$ cat src/rtl/hazard_unit_v2.sv
// Hazard unit for the 5-stage MIPS pipeline. It decides D-stage stalls and E-stage flushes, selects forwarding
// sources, and tracks the mult/div busy window. Each E/M/W record holds {wreg,tnew}, and tnew counts down locally.
module hazard_unit_v2 #(
  parameter int REG_W       = 5,
  parameter int TW          = 3,
  parameter int MULT_CYCLES = 5,
  parameter int DIV_CYCLES  = 10
) (
  input  logic             clk,
  input  logic             reset,
  input  logic             d_valid,
  input  logic [REG_W-1:0] d_rs,
  input  logic [REG_W-1:0] d_rt,
  input  logic [TW-1:0]    d_tuse_rs,
  input  logic [TW-1:0]    d_tuse_rt,
  input  logic [REG_W-1:0] d_wreg,
  input  logic [TW-1:0]    d_tnew,
  input  logic             d_md_start,
  input  logic             d_md_is_div,
  input  logic             d_md_use,
  output logic             stall,
  output logic             flush_e,
  output logic [1:0]       fwd_rs_d,
  output logic [1:0]       fwd_rt_d,
  output logic [1:0]       fwd_rs_e,
  output logic [1:0]       fwd_rt_e,
  output logic             md_busy
);

  localparam int MD_MAX = (DIV_CYCLES > MULT_CYCLES) ? DIV_CYCLES : MULT_CYCLES;
  localparam int MD_W   = $clog2(MD_MAX + 1);

  localparam logic [1:0] SRC_NONE = 2'd0;
  localparam logic [1:0] SRC_E    = 2'd1;
  localparam logic [1:0] SRC_M    = 2'd2;
  localparam logic [1:0] SRC_W    = 2'd3;

  typedef struct packed {
    logic [REG_W-1:0] wreg;
    logic [TW-1:0]    tnew;
  } dst_t;

  dst_t             r_e, r_m, r_w;
  logic [REG_W-1:0] r_e_rs, r_e_rt;
  logic [MD_W-1:0]  r_md_cnt;

  logic [2:0] w_rs_chk, w_rt_chk;
  logic [1:0] w_rs_fwd_e, w_rt_fwd_e;
  logic       w_md_busy, w_md_stall, w_stall;

  function automatic logic [TW-1:0] sat_dec(input logic [TW-1:0] t);
    return (t == '0) ? '0 : t - TW'(1);
  endfunction

  // Returns {stall, fwd_code}. The search visits E, then M, then W, so the youngest writer hides the older ones.
  function automatic logic [2:0] src_check(input logic [REG_W-1:0] r, input logic [TW-1:0] tuse,
                                           input dst_t e, input dst_t m, input dst_t w);
    logic [1:0]    code;
    logic [TW-1:0] tn;
    // NOTE: every local gets a default before the branches. No path can leave it unassigned, so no latch is inferred.
    code = SRC_NONE;
    tn   = '0;
    if (r != '0 && tuse != '1) begin
      if (e.wreg == r) begin
        code = SRC_E;
        tn   = e.tnew;
      end else if (m.wreg == r) begin
        code = SRC_M;
        tn   = m.tnew;
      end else if (w.wreg == r) begin
        code = SRC_W;
        tn   = w.tnew;
      end
    end
    return {(tn > tuse), (tn == '0) ? code : SRC_NONE};
  endfunction

  function automatic logic [1:0] e_fwd(input logic [REG_W-1:0] r, input dst_t m, input dst_t w);
    logic [1:0] code;
    code = 2'd0;
    if (r != '0) begin
      if (m.wreg == r && m.tnew == '0)      code = 2'd1;
      else if (w.wreg == r && w.tnew == '0) code = 2'd2;
    end
    return code;
  endfunction

  assign w_rs_chk   = src_check(d_rs, d_tuse_rs, r_e, r_m, r_w);
  assign w_rt_chk   = src_check(d_rt, d_tuse_rt, r_e, r_m, r_w);
  assign w_rs_fwd_e = e_fwd(r_e_rs, r_m, r_w);
  assign w_rt_fwd_e = e_fwd(r_e_rt, r_m, r_w);

  assign w_md_busy  = (r_md_cnt != '0);
  assign w_md_stall = d_valid & (d_md_start | d_md_use) & w_md_busy;
  assign w_stall    = (d_valid & (w_rs_chk[2] | w_rt_chk[2])) | w_md_stall;

  // Every output is held at zero while reset is asserted.
  assign stall    = reset & w_stall;
  assign flush_e  = reset & w_stall;
  assign md_busy  = reset & w_md_busy;
  assign fwd_rs_d = reset ? w_rs_chk[1:0] : 2'd0;
  assign fwd_rt_d = reset ? w_rt_chk[1:0] : 2'd0;
  assign fwd_rs_e = reset ? w_rs_fwd_e : 2'd0;
  assign fwd_rt_e = reset ? w_rt_fwd_e : 2'd0;

  always_ff @(posedge clk) begin
    if (!reset) begin
      // NOTE: use non-blocking assignments here. Every stage then shifts from the values it held before the clock edge.
      r_e      <= '0;
      r_e_rs   <= '0;
      r_e_rt   <= '0;
      r_m      <= '0;
      r_w      <= '0;
      r_md_cnt <= '0;
    end else begin
      if (d_valid && !w_stall) begin
        r_e    <= '{wreg: d_wreg, tnew: d_tnew};
        r_e_rs <= d_rs;
        r_e_rt <= d_rt;
      end else begin
        r_e    <= '0;
        r_e_rs <= '0;
        r_e_rt <= '0;
      end
      r_m <= '{wreg: r_e.wreg, tnew: sat_dec(r_e.tnew)};
      r_w <= '{wreg: r_m.wreg, tnew: sat_dec(r_m.tnew)};

      // A new mult/div load takes priority over the countdown.
      if (d_valid && d_md_start && !w_stall)
        r_md_cnt <= d_md_is_div ? MD_W'(DIV_CYCLES) : MD_W'(MULT_CYCLES);
      else if (w_md_busy)
        r_md_cnt <= r_md_cnt - MD_W'(1);
    end
  end

endmodule

$ cat config.mk
export PLATFORM = sky130hd
export DESIGN_NAME = hazard_unit_v2
export DESIGN_NICKNAME = d
export VERILOG_FILES = /design/src/rtl/hazard_unit_v2.sv
export SDC_FILE = /design/constraint.sdc
export NUM_CORES = 1
export LEC_CHECK = 0
export ABC_CLOCK_PERIOD_IN_PS = 3250
export CORE_MARGIN = 5
export CORE_UTILIZATION = 53
export DETAILED_ROUTE_END_ITERATION = 12
export PLACE_DENSITY = 0.91
export SLEW_MARGIN = 10
export SYNTH_ARGS = -nofsm -noshare
export SYNTH_HDL_FRONTEND = slang
export SYNTH_SLANG_ARGS = --single-unit
export TNS_END_PERCENT = 50
$ cat constraint.sdc
create_clock -name clk -period 3.25 [get_ports clk]
set_input_delay 0.325 -clock clk [delete_from_list [all_inputs] [get_ports clk]]
set_output_delay 0.325 -clock clk [all_outputs]
set_load 0.02 [all_outputs]
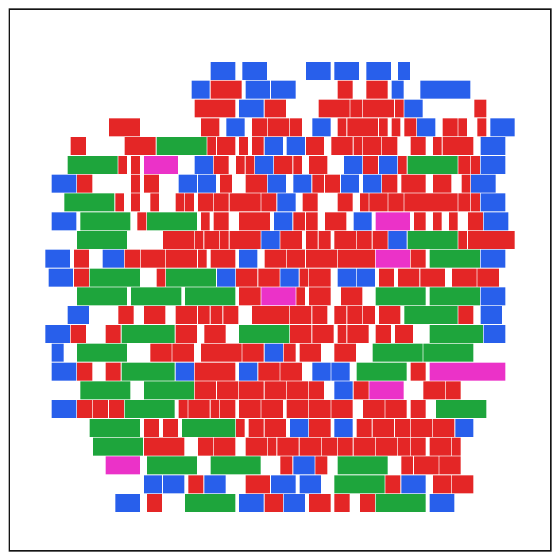
*Placed cells, one colour a class*
legend:
  magenta:
    class: clock drivers and dummy loads
    cells: 7
  red:
    class: all other logic
    cells: 229
  blue:
    class: other buffers and delay cells
    cells: 78
  green:
    class: flip-flops
    cells: 38

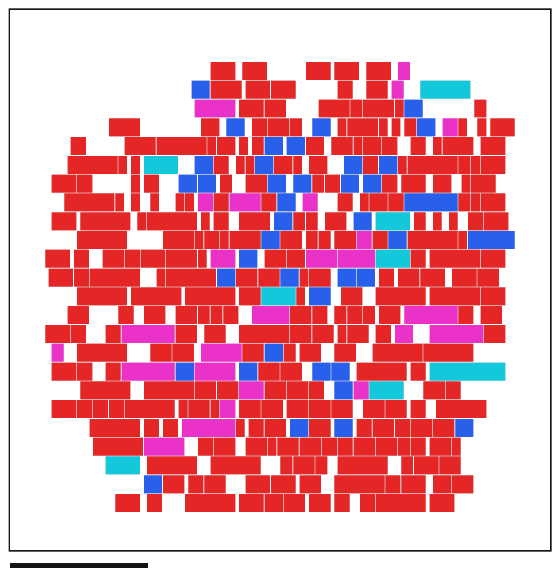
*Sizing map*
The bar under the picture is 20 um long.
legend:
  blue:
    size: drive 3 to 4
    cells: 40
    share: 11%
    most_used: buf_4
  magenta:
    size: drive 2
    cells: 25
    share: 7.1%
    most_used: dfxtp_2
  cyan:
    size: drive 6 and up
    cells: 8
    share: 2.3%
    most_used: clkbuf_8
  red:
    size: drive 1 or less
    cells: 279
    share: 79%

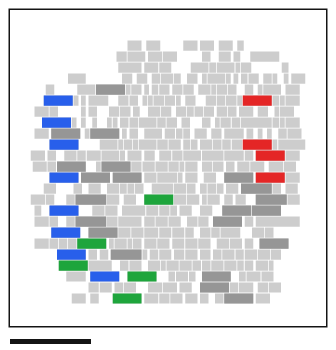
*Register map, names as in the netlist*
The bar under the picture is 20 um long.
legend:
  blue:
    signal: r_e
    sequential_cells: 8
  green:
    signal: r_e_rt
    sequential_cells: 5
  red:
    signal: r_md_cnt
    sequential_cells: 4
    where: east
not coloured: 21

==> reports/metrics.yaml <==
top_logic_kind: "simple AND/OR/NAND/NOR gates"
final_nets: 393
drive_above_1_share: 0.2074
fin_cells: 404
max_slew_margin: 0.7297
startpoint_type: "primary input"
irDropWorstVdd_uv: 352.5
max-cap-violations: 0
status: "completed"
tns_ns: 0
tightest_slew_ns: 0.3998
netlist_area_mm2: 0.002464
placed_area_mm2: 0.003123
powerDensity_mw_per_mm2: 488.8
top_cell: "dfxtp_1"
max_stage_delay_ns: 0.36
diodes: 0
cp.required_ns: 2.92
stdcell_area_mm2: 0.003277
fp.dieW_um: 78.18
routed_wl_um: 6776
cp-end-kind: "output pin"
antenna_found_initial: 0
yosys.area.top_type: "dfxtp_1"
crit_slowest_cell: "dlygate4sd2_1"
vias_per_cell: 5.792
period_needed_ns: 3.164
clk_pin_slew_ns: 0.07
fp_util: 0.5543
crit_fanout: 4
ys_sh_mux: 0.01625
track_usage: 0.2175
synth_adder_area_share: 0.05587
ys_cells: 278
core_area_mm2: 0.004444
synthArstFlopShare: 0
min_period_over_period: 0.9736
edf_count: 0
dp_hpwl_um: 5049
grt_pass1_vias: 2318
synthCells: 278
postSynthAreaPerCell_um2: 8.862
ios: 41
cts_buffer_depth: 2
grt_start_max_net_pins: 23
regArea_um2: 767.0
critPathArrivalTime_ns: 2.84
xor_share: 0.1905
place.gp.congestion: 0.9522
clkPwrFrac: 0.254
power.switching_w: 0.0005278
dp.cells: 393
ys_seq_frac: 0.3088
worst_hold_slack_ns: 0.3603
cts_root_buf: "clkbuf_8"
p_comb_frac: 0.374
htree_levels: 2
fmax_mhz: 316.0
crit_type: "primary input to output pin"
ctsHoldBuffers: 0
die-area_mm2: 0.006112
top_cells_by_count: "dfxtp_1 (38), xnor2_1 (33), and2_1 (28)"
leakage_nw: 1.373
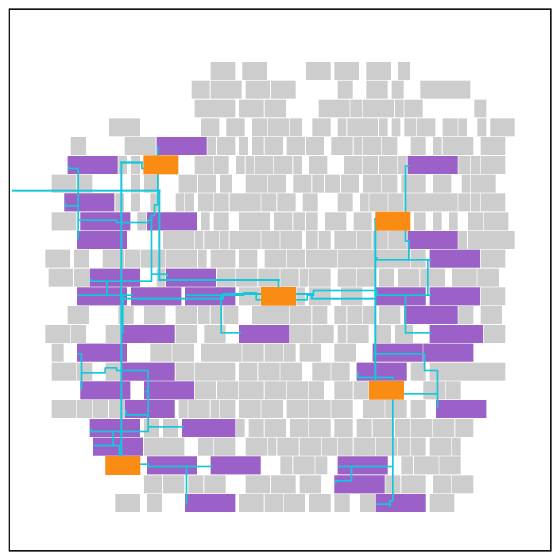
*Routed clock nets over the placement*
legend:
  orange:
    item: cells driving clock nets
    count: 5
  purple:
    item: flip-flops
    count: 38
  cyan:
    item: clock wires
    length: 465 um
routed clock nets: 6

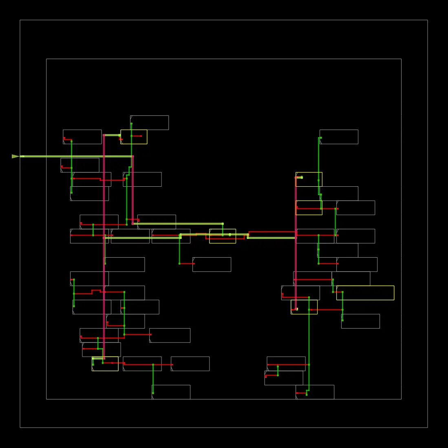
*Clock nets*
worst clock skew: 0.006764 ns
clock sink count: 38
CLK BUF: 6
clk pwr: 0.000407 W

==> metal layers <==
layer / up-vias / GRT usage / wire length [um]
li1: 1120 / - / -
met1: 1086 / 0.2384 / 2635
met2: 109 / 0.3904 / 3365
met3: 25 / 0.04805 / 543
met4: 0 / 0.1171 / 232
met5: - / 0 / 0
==> power by group through the flow <==
stage | combinational (W) | sequential, W | clock (W)
after detailed placement | 0.000590 | 0.000602 | 0
after global routing | 0.000653 | 0.000600 | 0.000434
after CTS | 0.000592 | 0.000591 | 0.000413
after floorplan | 0.000394 | 0.000580 | 0
final | 0.000600 | 0.000594 | 0.000407
after global placement | 0.000561 | 0.000598 | 0
==> layout make-up <==
class,instances,area share
tap,52,0.01985
inverter,15,0.01718
sequential,38,0.2341
clock buffer,6,0.02520
timing repair buffer,78,0.2050
clock inverter,1,0.009164
multi-input combinational,214,0.4895
==> layout by cell type (no fill, tap or decap), drive strengths merged, types with 11 or more instances in the layout <==
master and n:
xor2 15, buf 40, and2 29, nor2 16, clkdlybuf4s50 28, nand2 15
inv 15, nor3 11, dfxtp 38, ha 11, xnor2 36
==> path summary, 6_finish.rpt <==
check	startpoint	to	slack, ns	cells after the start
max	d_rt[0]	flush_e	0.09	14
min	d_rt[1]	r_e_rt[1]$_SDFF_PN0_	0.36	2
max reg2reg	r_w[3]$_SDFF_PN0_	r_md_cnt[1]$_SDFFE_PN0P_	0.28	12
min reg2reg	r_m[0]$_SDFF_PP0_	r_w[0]$_SDFF_PP0_	0.47	1
==> flip-flops by register name (all words and copies together) (netlist names) <==
signal	count
r_e	8
r_e_rt	5
r_e_rs	5
r_m	8
r_md_cnt	4
r_w	8
==> repair_timing <==
action,CTS,global route
cloned,0,0
buffers inserted,0,4
pin swaps,1,6
resized,17,15
endpoints found under the setup margin,2,3
No activity file was given, so power comes from the tool's default toggle rates.
